<file path="config.mk">
export PLATFORM = sky130hd
export DESIGN_NAME = bin_to_bcd_seq
export DESIGN_NICKNAME = d
export VERILOG_FILES = /design/src/rtl/bin2bcd_pkg.sv /design/src/rtl/bcd_digit_adj.sv /design/src/rtl/bin_to_bcd_seq.sv
export SDC_FILE = /design/constraint.sdc
export NUM_CORES = 1
export LEC_CHECK = 0
export CORE_ASPECT_RATIO = 0.6
export CORE_MARGIN = 5
export CORE_UTILIZATION = 47
export DETAILED_ROUTE_END_ITERATION = 8
export PLACE_DENSITY = 0.85
export SYNTH_ARGS = -nofsm -noshare
export SYNTH_HDL_FRONTEND = slang
export SYNTH_SLANG_ARGS = --single-unit
export TNS_END_PERCENT = 1
</file>
<file path="constraint.sdc">
create_clock -name clk -period 1.3 [get_ports clk]
set_input_delay 0.39 -clock clk [delete_from_list [all_inputs] [get_ports clk]]
set_output_delay 0.39 -clock clk [all_outputs]
set_load 0.02 [all_outputs]
</file>
<file path="src/rtl/bin2bcd_pkg.sv">
// Shared types and constants for the sequential binary-to-BCD converter.
package bin2bcd_pkg;

    typedef enum logic [1:0] {
        IDLE,
        SHIFT,
        DONE
    } state_e;

    localparam logic [3:0] ADJ_THRESH = 4'd5;
    localparam logic [3:0] ADJ_ADD    = 4'd3;

    // Bit counter must hold the value WIDTH itself, not just WIDTH-1.
    function automatic int unsigned cnt_width(input int unsigned w);
        return $clog2(w + 1);
    endfunction

endpackage

</file>
<file path="src/rtl/bcd_digit_adj.sv">
// Double-dabble digit correction: a 4-bit digit of 5 or more gets +3 before the shift.
module bcd_digit_adj
    import bin2bcd_pkg::*;
(
    input  logic [3:0] d_i,
    output logic [3:0] d_o
);

    always_comb begin
        d_o = d_i;
        if (d_i >= ADJ_THRESH) begin
            d_o = d_i + ADJ_ADD;
        end
    end

endmodule

</file>
<file path="src/rtl/bin_to_bcd_seq.sv">
// Sequential shift-and-add-3 binary-to-BCD converter with valid/ready on both sides.
// Optional leading-zero blanking mask (digit_en) is compiled in with BIN2BCD_LZB_EN.
module bin_to_bcd_seq
    import bin2bcd_pkg::*;
#(
    parameter int unsigned WIDTH  = 8,
    parameter int unsigned DIGITS = 3
) (
    input  logic                  clk,
    input  logic                  rst,
    input  logic                  in_valid,
    output logic                  in_ready,
    input  logic [WIDTH-1:0]      b,
    output logic                  out_valid,
    input  logic                  out_ready,
    output logic [4*DIGITS-1:0]   bcd,
    output logic                  error
`ifdef BIN2BCD_LZB_EN
    ,
    output logic [DIGITS-1:0]     digit_en
`endif
);

    localparam int unsigned CW = cnt_width(WIDTH);
    localparam int unsigned BW = 4 * DIGITS;

    state_e               state_q, state_d;
    logic [WIDTH-1:0]     shift_q, shift_d;
    logic [BW-1:0]        acc_q, acc_d;
    logic [BW-1:0]        adj;
    logic                 err_q, err_d;
    logic [CW-1:0]        cnt_q, cnt_d;
    logic [BW+WIDTH-1:0]  nxt;

    for (genvar g = 0; g < DIGITS; g++) begin : g_adj
        bcd_digit_adj u_adj (
            .d_i (acc_q[4*g +: 4]),
            .d_o (adj[4*g +: 4])
        );
    end

    // Adjusted accumulator and shift register move left together as one word.
    assign nxt = {adj[BW-2:0], shift_q, 1'b0};

    always_comb begin
        state_d = state_q;
        shift_d = shift_q;
        acc_d   = acc_q;
        err_d   = err_q;
        cnt_d   = cnt_q;
        case (state_q)
            IDLE: begin
                if (in_valid) begin
                    shift_d = b;
                    acc_d   = '0;
                    err_d   = 1'b0;
                    cnt_d   = CW'(WIDTH);
                    state_d = SHIFT;
                end
            end
            SHIFT: begin
                acc_d   = nxt[BW+WIDTH-1:WIDTH];
                shift_d = nxt[WIDTH-1:0];
                err_d   = err_q | adj[BW-1];
                cnt_d   = cnt_q - 1'b1;
                if (cnt_q == CW'(1)) begin
                    state_d = DONE;
                end
            end
            DONE: begin
                if (out_ready) begin
                    state_d = IDLE;
                end
            end
            default: state_d = IDLE;
        endcase
    end

    always_ff @(posedge clk or posedge rst) begin
        if (rst) begin
            state_q <= IDLE;
            shift_q <= '0;
            acc_q   <= '0;
            err_q   <= 1'b0;
            cnt_q   <= '0;
        end else begin
            state_q <= state_d;
            shift_q <= shift_d;
            acc_q   <= acc_d;
            err_q   <= err_d;
            cnt_q   <= cnt_d;
        end
    end

    assign in_ready  = (state_q == IDLE);
    assign out_valid = (state_q == DONE);
    assign bcd       = acc_q;
    assign error     = err_q;

`ifdef BIN2BCD_LZB_EN
    logic [DIGITS-1:0] en_d, en_q;
    logic              any_nz;

    // Scan from the top digit down; digit 0 always shows so zero displays as '0'.
    always_comb begin
        en_d   = '0;
        any_nz = 1'b0;
        for (int unsigned i = DIGITS; i > 0; i--) begin
            any_nz    = any_nz | (acc_d[4*(i-1) +: 4] != 4'd0);
            en_d[i-1] = any_nz;
        end
        en_d[0] = 1'b1;
    end

    always_ff @(posedge clk or posedge rst) begin
        if (rst) begin
            en_q <= '0;
        end else if (state_q == SHIFT && state_d == DONE) begin
            en_q <= en_d;
        end
    end

    assign digit_en = en_q;
`endif

endmodule
</file>
### Routing congestion

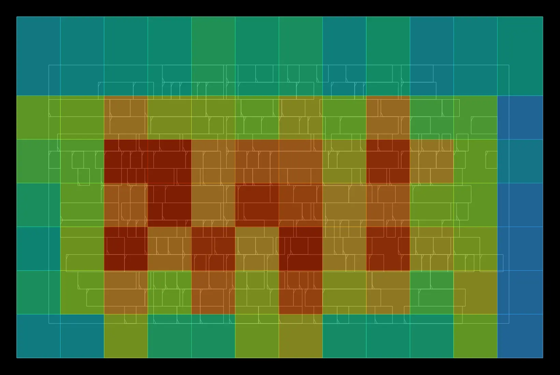
GRT met1 Usage: 23.0%
fin util: 71.4%

==> ci_impl_report.md <==
### Metrics collected by this job

| Metric | Value |
|---|---|
| Mapped Nets | 171 |
| Drt pass-1 iters | 4 |
| Area of the core | 0.00297 mm2 |
| Vias/cell | 5.69 |
| Crit path time final | 1.41 ns |
| Total CTS buffers | 3 |
| Max-area cell share | 44.9% |
| Post-synth area hogs | dfrtp_1, ha_1, o21ai_0 |
| Crit path DRT | 0.91 ns |
| Chip Height | 53.9 um |
| Compound-Gate Fraction of Synth Area | 27.0% |
| Met3 wire length | 298 um |
| Fin. max-slew vios | 0 |
| Fin crit share | 108% |
| Synth top cells by count | dfrtp_1, inv_1, nand2_1, o21ai_0, ha_1 |
| Area leader, netlist | dfrtp_1 |
| P per Cell Area | 2550 mW/mm2 |
| Adder-Cell Fraction of Synth Area | 6.64% |
| Hold Path Class | input port to asynchronous set/reset pin |
| Dpl ws | -0.294 ns |
| Number of warnings the tools reported | 33 |
| Final clock skew | 0.0114 ns |
| Fp_density | 50.8% |
| Largest net degree at the start of global routing | 28 |
| Die ar. | 0.00447 mm2 |
| Residual DRC count | 0 |
| Failing checks | negative setup slack |
| Routed wire length | 4.31 mm |
| Synth-to-layout area growth | 40.5% |
| Layout cell share with drive strength beyond 1 | 39.0% |
| Antenna Nets Post-Route | 0 |
| Number of max-cap violations | 0 |
| Vias after detailed routing | 1405 |
| CP endpoint kind | output port |
| Number of global-route vias before repair | 1477 |
| Cell Type Count | 31 |
| Register bit count reported by yosys | 27 |
| Worst Tran Pin Value | 0.274 ns |
| Nets | 226 |
| Die width | 83.1 um |
| WL/cell | 17.4 um |
| Post-synth seq share | 44.9% |
| Worst slew margin | 81.6% |
| First-iteration detailed-routing DRC count | 180 |
| Diodes inserted | 0 |
| Critical Path AT | 1.02 ns |
| Gate Count Post-Synth | 151 |
| Post-DP HPWL | 3.10 mm |
| CP max FO | 3 |
| Clk slew on worst S/H paths | 0.10 ns |
| Async set-reset flop share out of synthesis | 100% |
| Top FF cell, synth | dfrtp_1 |
| H-tree depth | 1 |
| GRT Resource Usage Total | 20.1% |
| Synthesis area per yosys | 0.00151 mm2 |
| Cell with the most instances after synthesis | dfrtp_1 |
| Post-synth EDFFs | 0 |
| Clk_lat worst skew | 0.28 ns |
| Yosys cell count | 151 |
| LEAKAGE | 0.983 nW |
| CTS sink cnt | 27 |
| Max rail drop VDD | 1480 uV |
| Status | finished, violations left |
| CTS tree | built |
| Initial antenna violation count | 0 |
| Total global routing overflow | 0 |
| Setup_tns | -0.338 ns |
| Io pins | 27 |
| XOR Share, Synth | 1.74% |
| RSZ-0062 raised after global routing | yes |
| Metal-1 WL | 1.72 mm |
| CP Launch Type | flop |
| GP Congestion | 0.813 |
| Final Power | 5.40 mW |
| Root buffer cell | clkbuf_8 |
| Final setup viols | 12 |
| # rows | 15 |
| Setup ws final | -0.107 ns |
| First-pass GRT wire length | 7.02 mm |
| CTS Hold Bufs | 0 |
| Finished layout cell area | 0.00212 mm2 |
### Routed clock nets over the placement

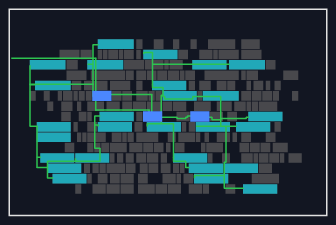
- cyan: flip-flops (count 27)
- green: clock wires (length 337 um)
- blue: clock drivers (count 3)
- routed clock nets: 4

-- cell usage in the layout (no fill, tap or decap), types with 2 or more instances in the layout --
master,synthesis,final
buf_4,1,30
mux2i_1,2,2
o2111ai_1,6,6
o221ai_2,2,2
inv_2,0,5
dfrtp_1,27,21
clkdlybuf4s50_1,0,10
xnor2_1,3,3
a21oi_1,3,3
o21a_1,3,3
nor2_1,4,4
clkbuf_8,0,3
nor2b_1,7,3
ha_2,0,4
nand2b_1,5,4
buf_12,0,2
o21ai_0,13,10
dfrtp_2,0,6
ha_1,8,2
buf_6,2,2
nand2_1,14,14
a22oi_1,7,6
inv_1,17,12
o211ai_1,3,3
o31ai_2,0,2
nor2b_4,0,4
buf_2,4,12
o21ai_1,0,3
o31ai_1,4,2
o32ai_1,2,2
a32o_1,5,5
ha_4,0,2
-- power breakdown --
part,switching [mW],total [mW],internal (mW)
combinational,1.80,3.44,1.64
sequential,0.277,1.48,1.20
clock,0.270,0.485,0.215
total,2.35,5.40,3.05
-- critical path, cell delays in order (launching register included) --
cell	delay (ns)
dfrtp_1	0.40
and2b_1	0.22
buf_6	0.12
-- registers in the layout (all words and copies together), names as in the netlist --
register  cells
bcd          12
error         1
shift_q       8
state_q       2
cnt_q         4
-- path summary, 6_finish.rpt --
check | start | endpoint | slack [ns] | depth (start not counted)
worst max-delay path | state_q[0] | out_valid | -0.11 | 2
worst min-delay path | rst | bcd[11] | 0.43 | 3
worst min register to register | shift_q[3] | shift_q[3] | 0.50 | 2
max in group asynchronous | rst | bcd[0] | 0.69 | 3
min in group clk | shift_q[3] | shift_q[3] | 0.50 | 2
worst max register to register | bcd[1] | bcd[1] | -0.06 | 5
-- metrics by stage --
stage / hold WS [ns] / cells
after global placement: 0.465 / 243
after global routing: 0.472 / 247
final: 0.426 / 247
after floorplan: 0.442 / 151
after CTS: 0.447 / 247
after detailed placement: 0.476 / 243
-- per-layer routing --
metal / global-route usage [%] / vias up
met5: 0 / -
met4: 5.71 / 0
met3: 4.74 / 12
met2: 38.8 / 60
met1: 23.0 / 680
li1: - / 653
-- kinds of logic after synthesis --
logic type,Yosys count
adder cells (fa/ha/maj),8
XOR/XNOR,3
AND/OR/NAND/NOR,33
flip-flops,27
AND-OR/OR-AND,54
multiplexers,2
buffers and inverters,24
-- layout make-up --
cell class / count / area (um2) / area share [%]
Clock buffer: 3 / 41.3 / 1.95
Clock inverter: 1 / 5.00 / 0.236
Inverter: 17 / 63.8 / 3.01
Multi-Input combinational cell: 100 / 811 / 38.3
Sequential cell: 27 / 683 / 32.3
Tap cell: 42 / 52.6 / 2.48
Timing Repair Buffer: 57 / 460 / 21.7
-- timing repair --
item / 4_1_cts / 5_1_grt
endpoints found under the setup margin: 30 / 26
setup buffers: 0 / 0
pin swaps: 4 / 0
resized: 72 / 15
hold endpoints to repair: 0 / 0
No activity file was given, so power comes from the tool's default toggle rates.
